### M1 wires, run 1

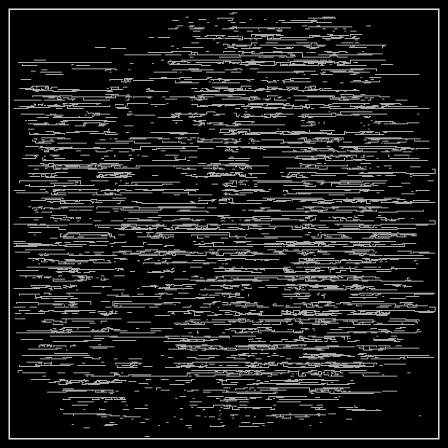
### The metal 2 layer, run 1

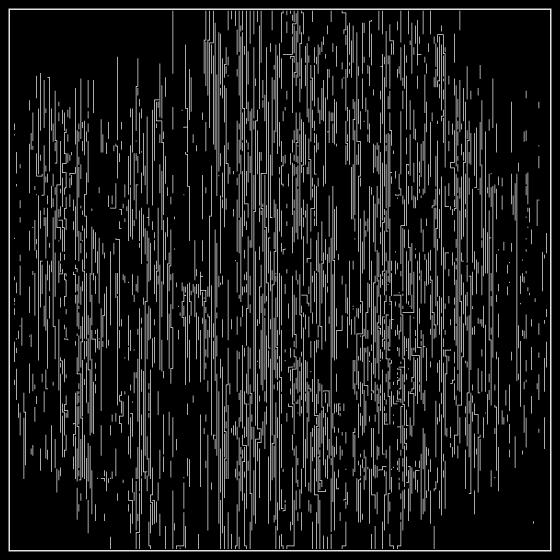
### Met3 routing, run 1

Scale bar: 50 um. Cells faint in the background.
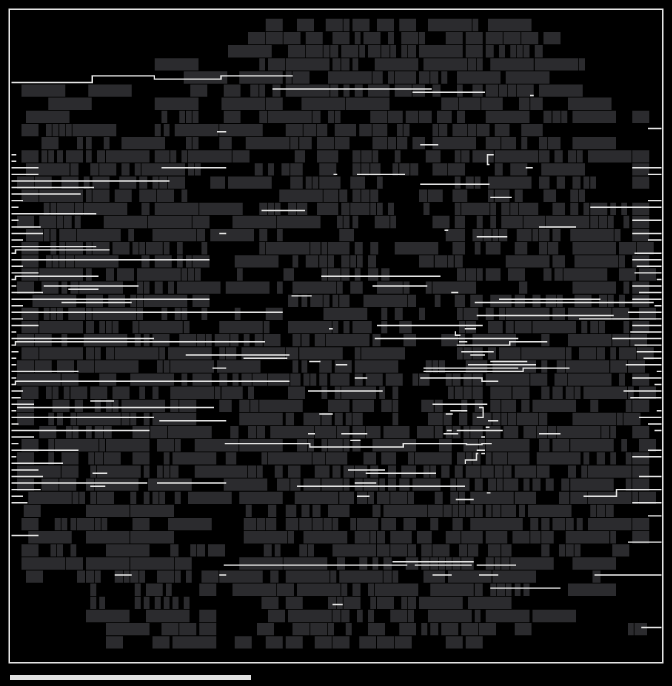
===== src/rtl/div64x32_seq.sv =====
// -----------------------------------------------------------------------------
// div64x32_seq -- sequential unsigned 64/32 divider (radix-2 restoring).
//
// One restoring step per clock on a 33-bit partial remainder. An operation
// occupies exactly 32 RUN cycles. The results are loaded on the final RUN
// edge and held until the final edge of the next accepted operation.
//
// Optional feature macro: DIV_ERR_CHECK_EN
//   defined   : divisor==0 or dividend[63:32] >= divisor is flagged. Such an
//               operation spends one RUN cycle only and returns
//               quotient=32'hFFFFFFFF, remainder=0, error=1.
//   undefined : error is always 0. Every operation takes 32 RUN cycles.
//               Results for operands that would overflow are unspecified.
//
// Ports:
//   clk       in   1  rising-edge clock
//   reset     in   1  asynchronous active-low reset (0 = in reset)
//   start     in   1  request a division (ignored while busy)
//   dividend  in  64  unsigned numerator, sampled with start
//   divisor   in  32  unsigned denominator, sampled with start
//   busy      out  1  operation in progress (state RUN)
//   quotient  out 32  quotient of the last completed operation
//   remainder out 32  remainder of the last completed operation
//   error     out  1  divide-by-zero / overflow flag of the last operation
// -----------------------------------------------------------------------------
module div64x32_seq (
    input  logic        clk,
    input  logic        reset,
    input  logic        start,
    input  logic [63:0] dividend,
    input  logic [31:0] divisor,
    output logic        busy,
    output logic [31:0] quotient,
    output logic [31:0] remainder,
    output logic        error
);

    typedef enum logic [0:0] {
        IDLE_S = 1'b0,
        RUN_S  = 1'b1
    } state_e;

    state_e      state_q,  state_d;
    logic [4:0]  cnt_q,    cnt_d;
    logic [32:0] rem_q,    rem_d;     // partial remainder
    logic [31:0] dvd_q,    dvd_d;     // low dividend bits, shifted out as quotient bits shift in
    logic [31:0] dvs_q,    dvs_d;
    logic        err_op_q, err_op_d;  // current operation is a flagged one
    logic        busy_q,   busy_d;
    logic [31:0] quo_q,    quo_d;
    logic [31:0] rmd_q,    rmd_d;
    logic        error_q,  error_d;

    logic [32:0] shift_s;
    logic [33:0] diff_s;
    logic        fits_s;
    logic [32:0] rem_next_s;
    logic [31:0] quo_next_s;
    logic        op_bad_s;

`ifdef DIV_ERR_CHECK_EN
    assign op_bad_s = (divisor == 32'd0) || (dividend[63:32] >= divisor);
`else
    assign op_bad_s = 1'b0;
`endif

    // One restoring step: shift in the next dividend bit, trial-subtract the divisor.
    // The partial remainder is always below the divisor, so bit 32 of rem_q is zero
    // and the shifted value fits in 33 bits; the extra top bit of diff_s is the borrow.
    always_comb begin
        shift_s    = {rem_q[31:0], dvd_q[31]};
        diff_s     = {1'b0, shift_s} - {2'b00, dvs_q};
        fits_s     = ~diff_s[33];
        rem_next_s = fits_s ? diff_s[32:0] : shift_s;
        quo_next_s = {dvd_q[30:0], fits_s};
    end

    // Next-state and datapath control for the IDLE/RUN sequencer.
    always_comb begin
        state_d  = state_q;
        cnt_d    = cnt_q;
        rem_d    = rem_q;
        dvd_d    = dvd_q;
        dvs_d    = dvs_q;
        err_op_d = err_op_q;
        quo_d    = quo_q;
        rmd_d    = rmd_q;
        error_d  = error_q;
        case (state_q)
            IDLE_S: begin
                if (start) begin
                    state_d  = RUN_S;
                    cnt_d    = 5'd0;
                    rem_d    = {1'b0, dividend[63:32]};
                    dvd_d    = dividend[31:0];
                    dvs_d    = divisor;
                    err_op_d = op_bad_s;
                end else begin
                    state_d  = IDLE_S;
                end
            end
            RUN_S: begin
                if (err_op_q) begin
                    // Flagged operation: single RUN cycle, saturated result.
                    state_d  = IDLE_S;
                    err_op_d = 1'b0;
                    quo_d    = 32'hFFFF_FFFF;
                    rmd_d    = 32'd0;
                    error_d  = 1'b1;
                end else begin
                    rem_d = rem_next_s;
                    dvd_d = quo_next_s;
                    cnt_d = cnt_q + 5'd1;
                    if (cnt_q == 5'd31) begin
                        state_d = IDLE_S;
                        quo_d   = quo_next_s;
                        rmd_d   = rem_next_s[31:0];
                        error_d = 1'b0;
                    end else begin
                        state_d = RUN_S;
                    end
                end
            end
            default: begin
                state_d = IDLE_S;
            end
        endcase
        busy_d = (state_d == RUN_S);
    end

    // State, working and result registers; reset clears everything immediately.
    always_ff @(posedge clk or negedge reset) begin
        if (!reset) begin
            state_q  <= IDLE_S;
            cnt_q    <= 5'd0;
            rem_q    <= 33'd0;
            dvd_q    <= 32'd0;
            dvs_q    <= 32'd0;
            err_op_q <= 1'b0;
            busy_q   <= 1'b0;
            quo_q    <= 32'd0;
            rmd_q    <= 32'd0;
            error_q  <= 1'b0;
        end else begin
            state_q  <= state_d;
            cnt_q    <= cnt_d;
            rem_q    <= rem_d;
            dvd_q    <= dvd_d;
            dvs_q    <= dvs_d;
            err_op_q <= err_op_d;
            busy_q   <= busy_d;
            quo_q    <= quo_d;
            rmd_q    <= rmd_d;
            error_q  <= error_d;
        end
    end

    assign busy      = busy_q;
    assign quotient  = quo_q;
    assign remainder = rmd_q;
    assign error     = error_q;

endmodule


===== config.mk =====
export PLATFORM = sky130hd
export DESIGN_NAME = div64x32_seq
export DESIGN_NICKNAME = d
export VERILOG_FILES = /design/src/rtl/div64x32_seq.sv
export SDC_FILE = /design/constraint.sdc
export NUM_CORES = 1
export LEC_CHECK = 0
export ABC_AREA = 0
export CAP_MARGIN = 20
export CORE_UTILIZATION = 50
export DETAILED_ROUTE_END_ITERATION = 7
export GPL_TIMING_DRIVEN = 0
export PLACE_DENSITY = 0.83
export RECOVER_POWER = 100
export SLEW_MARGIN = 20
export SYNTH_ARGS = -nofsm -noshare
export SYNTH_HDL_FRONTEND = slang
export SYNTH_SLANG_ARGS = --single-unit

===== constraint.sdc =====
create_clock -name clk -period 3.7 [get_ports clk]
set_input_delay 0.925 -clock clk [delete_from_list [all_inputs] [get_ports clk]]
set_output_delay 0.925 -clock clk [all_outputs]
set_load 0.02 [all_outputs]

==> notes.org, run 1 <==
#+TITLE: Flow metrics

** Synthesis
- Number of distinct library cell variants in the gate-level netlist after synthesis :: a little under 60
- Share of synthesized area occupied by flip-flops and latches :: 47.0%
- Most frequent cell after synthesis :: sky130_fd_sc_hd__nand2_1
- Most used flip-flop cell :: sky130_fd_sc_hd__dfrtp_1
- The number of cells reported by Yosys stat comes to 985.
- The stat command in Yosys gives a chip area of around 0.0088 sq mm.
- Counting flops and latches in the post-synthesis netlist gives between 150 and 200.
- Average cell area after synthesis :: 8.98 sq um

** Critical path
- Critical path startpoint :: dvd_q[31]
- Critical path data required time :: 3.99 ns
- For the worst setup path, the data arrival time is 3.54 ns.
- STA classifies the critical path endpoint as a flop.

** Hold path
- The startpoint identified for the worst hold timing path is quotient[3].

** Run status
- Violations in the final reports :: max-capacitance violations, max-slew violations
- The run finished, with violations left.

** Timing
- In the finished design, the share of the clock period the worst path needs comes to between 80% and 90%.
- Pins over their slew limit in the final report were tallied at 79.
- Smallest hold slack :: 0.469 ns
- Per the final timing report, the hold violations number 0.

** Power and ir drop
- Power comes to about 13 mW.

** Final layout
- For this run, combinational gates with multiple inputs come to about 720.
- Top Layout Cells :: sky130_fd_sc_hd__nand2_1 (237), sky130_fd_sc_hd__dfrtp_1 (166), sky130_fd_sc_hd__o21ai_0 (121), sky130_fd_sc_hd__clkdlybuf4s50_1 (96), sky130_fd_sc_hd__dlygate4sd3_1 (67)

** GRT
- The number of global-route vias before repair is 7779.

** Job
- The report counts max-capacitance violations totalling 1.

** CTS
- TritonCTS clock tree :: yes

** Place
- Area after detailed placement :: 0.0108 sq mm
Back to the opening pictures, 'M1 wires':
nets with wire on the layer: 1168
main direction: horizontal
share of all routed wire: 43%
wire length on this layer: 10400 um
longest straight run: 35.9 um

Back to the opening pictures, 'The metal 2 layer':
share of all routed wire: 48%
longest straight run: 54.4 um
wire length on this layer: 11500 um
nets with wire on the layer: 1085
main direction: vertical

Back to the opening pictures, 'Met3 routing':
share of all routed wire: 7.5%
main direction: horizontal
longest straight run: 56.6 um
nets with wire on the layer: 159

[run 1: worst max-delay path: stages, from the launching register on]
cell                       delay (ns)
sky130_fd_sc_hd__dfrtp_1         0.42
sky130_fd_sc_hd__inv_1           0.09
sky130_fd_sc_hd__ha_1            0.17
sky130_fd_sc_hd__inv_1           0.06
sky130_fd_sc_hd__fa_1            0.40
sky130_fd_sc_hd__a21o_1          0.21
sky130_fd_sc_hd__nand4_1         0.14
sky130_fd_sc_hd__a21oi_1         0.13
sky130_fd_sc_hd__o311ai_0        0.47
sky130_fd_sc_hd__a21boi_0        0.19
sky130_fd_sc_hd__o21ai_0         0.27
sky130_fd_sc_hd__nand3_1         0.12
sky130_fd_sc_hd__a31oi_1         0.30
sky130_fd_sc_hd__a21oi_1         0.13
[run 1: how the worst max path moves through the flow]
stage	endpoint
after global placement	quotient[8]
after global routing	rem_q[16]
after floorplan	rem_q[31]
final	rem_q[16]
after detailed placement	rem_q[26]
after CTS	rem_q[26]
[run 1: routing by layer]
layer / GRT usage (%) / up-vias / share of wire (%)
met2: 46.1 / 258 / 48
met3: 6.79 / 35 / 7.5
met5: 0 / - / 0
met1: 35.6 / 3781 / 43
met4: 8.80 / 0 / 1.7
li1: - / 3720 / -
[run 1: power breakdown]
| group | switching [mW] | internal [mW] | total (mW) |
|---|---|---|---|
| Combinational | 4.31 | 3.14 | 7.45 |
| Clock | 0.795 | 1.01 | 1.81 |
| Sequential | 0.542 | 2.74 | 3.28 |
| Total | 5.64 | 6.89 | 12.5 |
[run 1: flip-flops by register name, indices dropped and copies added, names as in the netlist]
name / count
rem_q: 32
dvd_q: 32
remainder: 32
dvs_q: 32
busy: 1
cnt_q: 5
quotient: 32
==> run 2, diff against run 1 <==
--- a/config.mk
+++ b/config.mk
@@ -7,6 +7,7 @@
 export LEC_CHECK = 0
 export ABC_AREA = 0
 export CAP_MARGIN = 20
+export CORE_ASPECT_RATIO = 2
 export CORE_UTILIZATION = 50
 export DETAILED_ROUTE_END_ITERATION = 7
 export GPL_TIMING_DRIVEN = 0
### The metal 2 layer, run 2

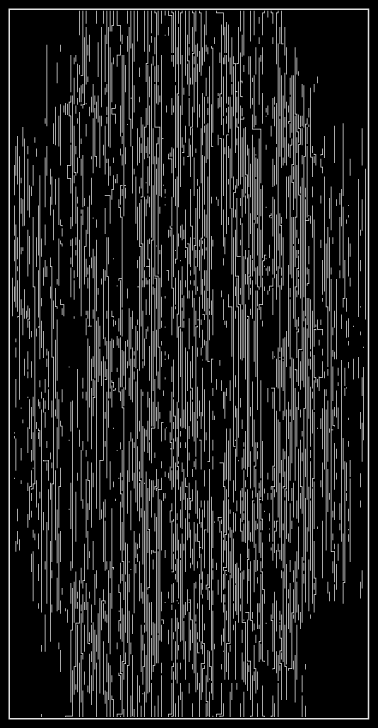
share of all routed wire: 55%
wire length on this layer: 13900 um
nets with wire on the layer: 1101

==> notes.org, run 2 <==
#+TITLE: Flow metrics

** Run status
- Status :: complete, but fails checks
- Violations in the final reports :: max-capacitance violations, max-slew violations

** Detailed routing
- In the final routing, the length of wire on met1 measures 9240 um.
- Wire segments on met3 add up to 1060 um in the final route.
- The detailed router reports a met2 wire length of around 14000 um.

** Power and ir drop
- Summed over all sequential cells, the power is 3.25 mW.
- Net Sw Power :: 5.73 mW
- The largest share of the power goes to combinational logic.
- Internal power of the cells :: 6.86 mW
- Switching share of total power :: a little under half
- Clk pwr share :: roughly 14%
- Logic power comb :: 7.58 mW
- Power share of the combinational group :: roughly three fifths

** Synthesis
- Per the synthesis report, the number of distinct cell types is 58.
- In the post-synthesis netlist, the cell with the most instances is sky130_fd_sc_hd__nand2_1.
- Share of synthesized area occupied by flip-flops and latches :: ~47%
- Most used flip-flop cell :: sky130_fd_sc_hd__dfrtp_1
- Post-synthesis cell count from yosys :: 985
- Yosys reported a register bit count of 166.

** Critical path
- Arrival time worst endpoint :: approximately 3.5 ns
- Per STA, the startpoint of the critical path is rem_q[7].
- Setup crit end :: rem_q[23]

** Timing
- Final slew viol count :: between 60 and 70
- The final critical path takes up 87.8% of the cycle.
- Smallest hold slack :: 0.467 ns
- Hold violation count in the final report :: 0

** Final layout
- Top Layout Cells :: sky130_fd_sc_hd__nand2_1 (237), sky130_fd_sc_hd__dfrtp_1 (166), sky130_fd_sc_hd__o21ai_0 (122), sky130_fd_sc_hd__clkdlybuf4s50_1 (96), sky130_fd_sc_hd__dlygate4sd3_1 (67)

** GRT
- The global routing report lists met2 layer usage as between 50% and 60%.
- Layer with the highest usage :: met2
- Routing resource usage on met3 recorded by global route was 5.72%.

** Place
- The post-placement cell area is 0.0108 sq mm.

** Job
- Maximum Capacitance Violations :: 1

** CTS
- TritonCTS built the clock tree.
### Met3 routing, run 2

Scale bar: 20 um. Cells faint in the background.
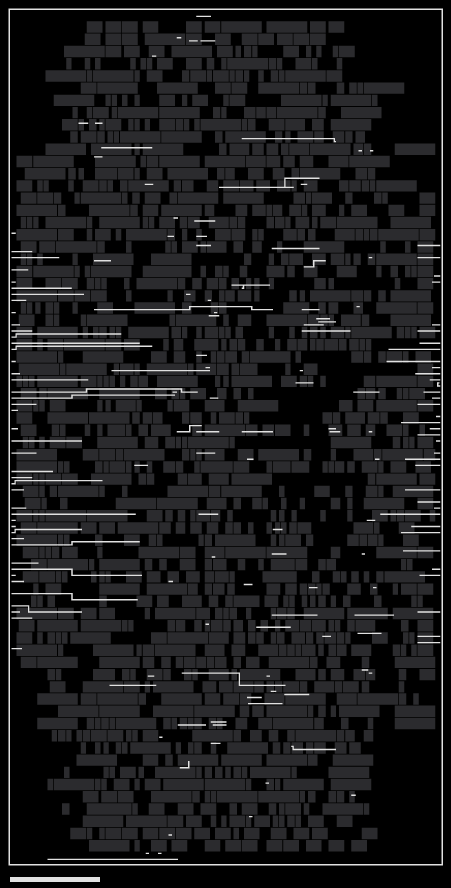
nets with wire on the layer: 124
main direction: horizontal
wire length on this layer: 1060 um
share of all routed wire: 4.2%

## run 2: cell count changes in the layout (fill, tap and decap cells not counted)
| cell | delta |
|---|---|
| sky130_fd_sc_hd__o21ai_1 | -1 |
| sky130_fd_sc_hd__clkinvlp_4 | +2 |
| sky130_fd_sc_hd__nand3_2 | -1 |
| sky130_fd_sc_hd__bufinv_16 | -1 |
| sky130_fd_sc_hd__o21ai_0 | +1 |
| sky130_fd_sc_hd__nand3_1 | +1 |
| sky130_fd_sc_hd__inv_8 | -2 |
| sky130_fd_sc_hd__clkbuf_1 | +1 |
| sky130_fd_sc_hd__clkbuf_8 | +2 |
| sky130_fd_sc_hd__inv_6 | -1 |
| sky130_fd_sc_hd__diode_2 | -2 |
## run 2: worst max-delay path, cell delays in order (launching register included)
cell and delay, ns:
sky130_fd_sc_hd__dfrtp_1 0.39, sky130_fd_sc_hd__ha_1 0.28, sky130_fd_sc_hd__clkbuf_1 0.25, sky130_fd_sc_hd__nand3_1 0.15
sky130_fd_sc_hd__nor2_1 0.12, sky130_fd_sc_hd__o31a_1 0.23, sky130_fd_sc_hd__nor2_1 0.13, sky130_fd_sc_hd__o31a_2 0.39
sky130_fd_sc_hd__a21oi_1 0.29, sky130_fd_sc_hd__buf_8 0.22, sky130_fd_sc_hd__buf_6 0.21, sky130_fd_sc_hd__mux2i_1 0.31
sky130_fd_sc_hd__a21oi_1 0.11
## run 2: cell type report
type / count / area share, %
Multi-Input combinational cell: 717 / 37.4
Sequential cell: 166 / 36.7
Timing Repair Buffer: 163 / 14.5
Clock buffer: 20 / 4.04
Buffer: 57 / 2.38
Tap cell: 210 / 2.32
Inverter: 45 / 1.49
Clock inverter: 12 / 1.06
Power is estimated from default activity; no workload was simulated.
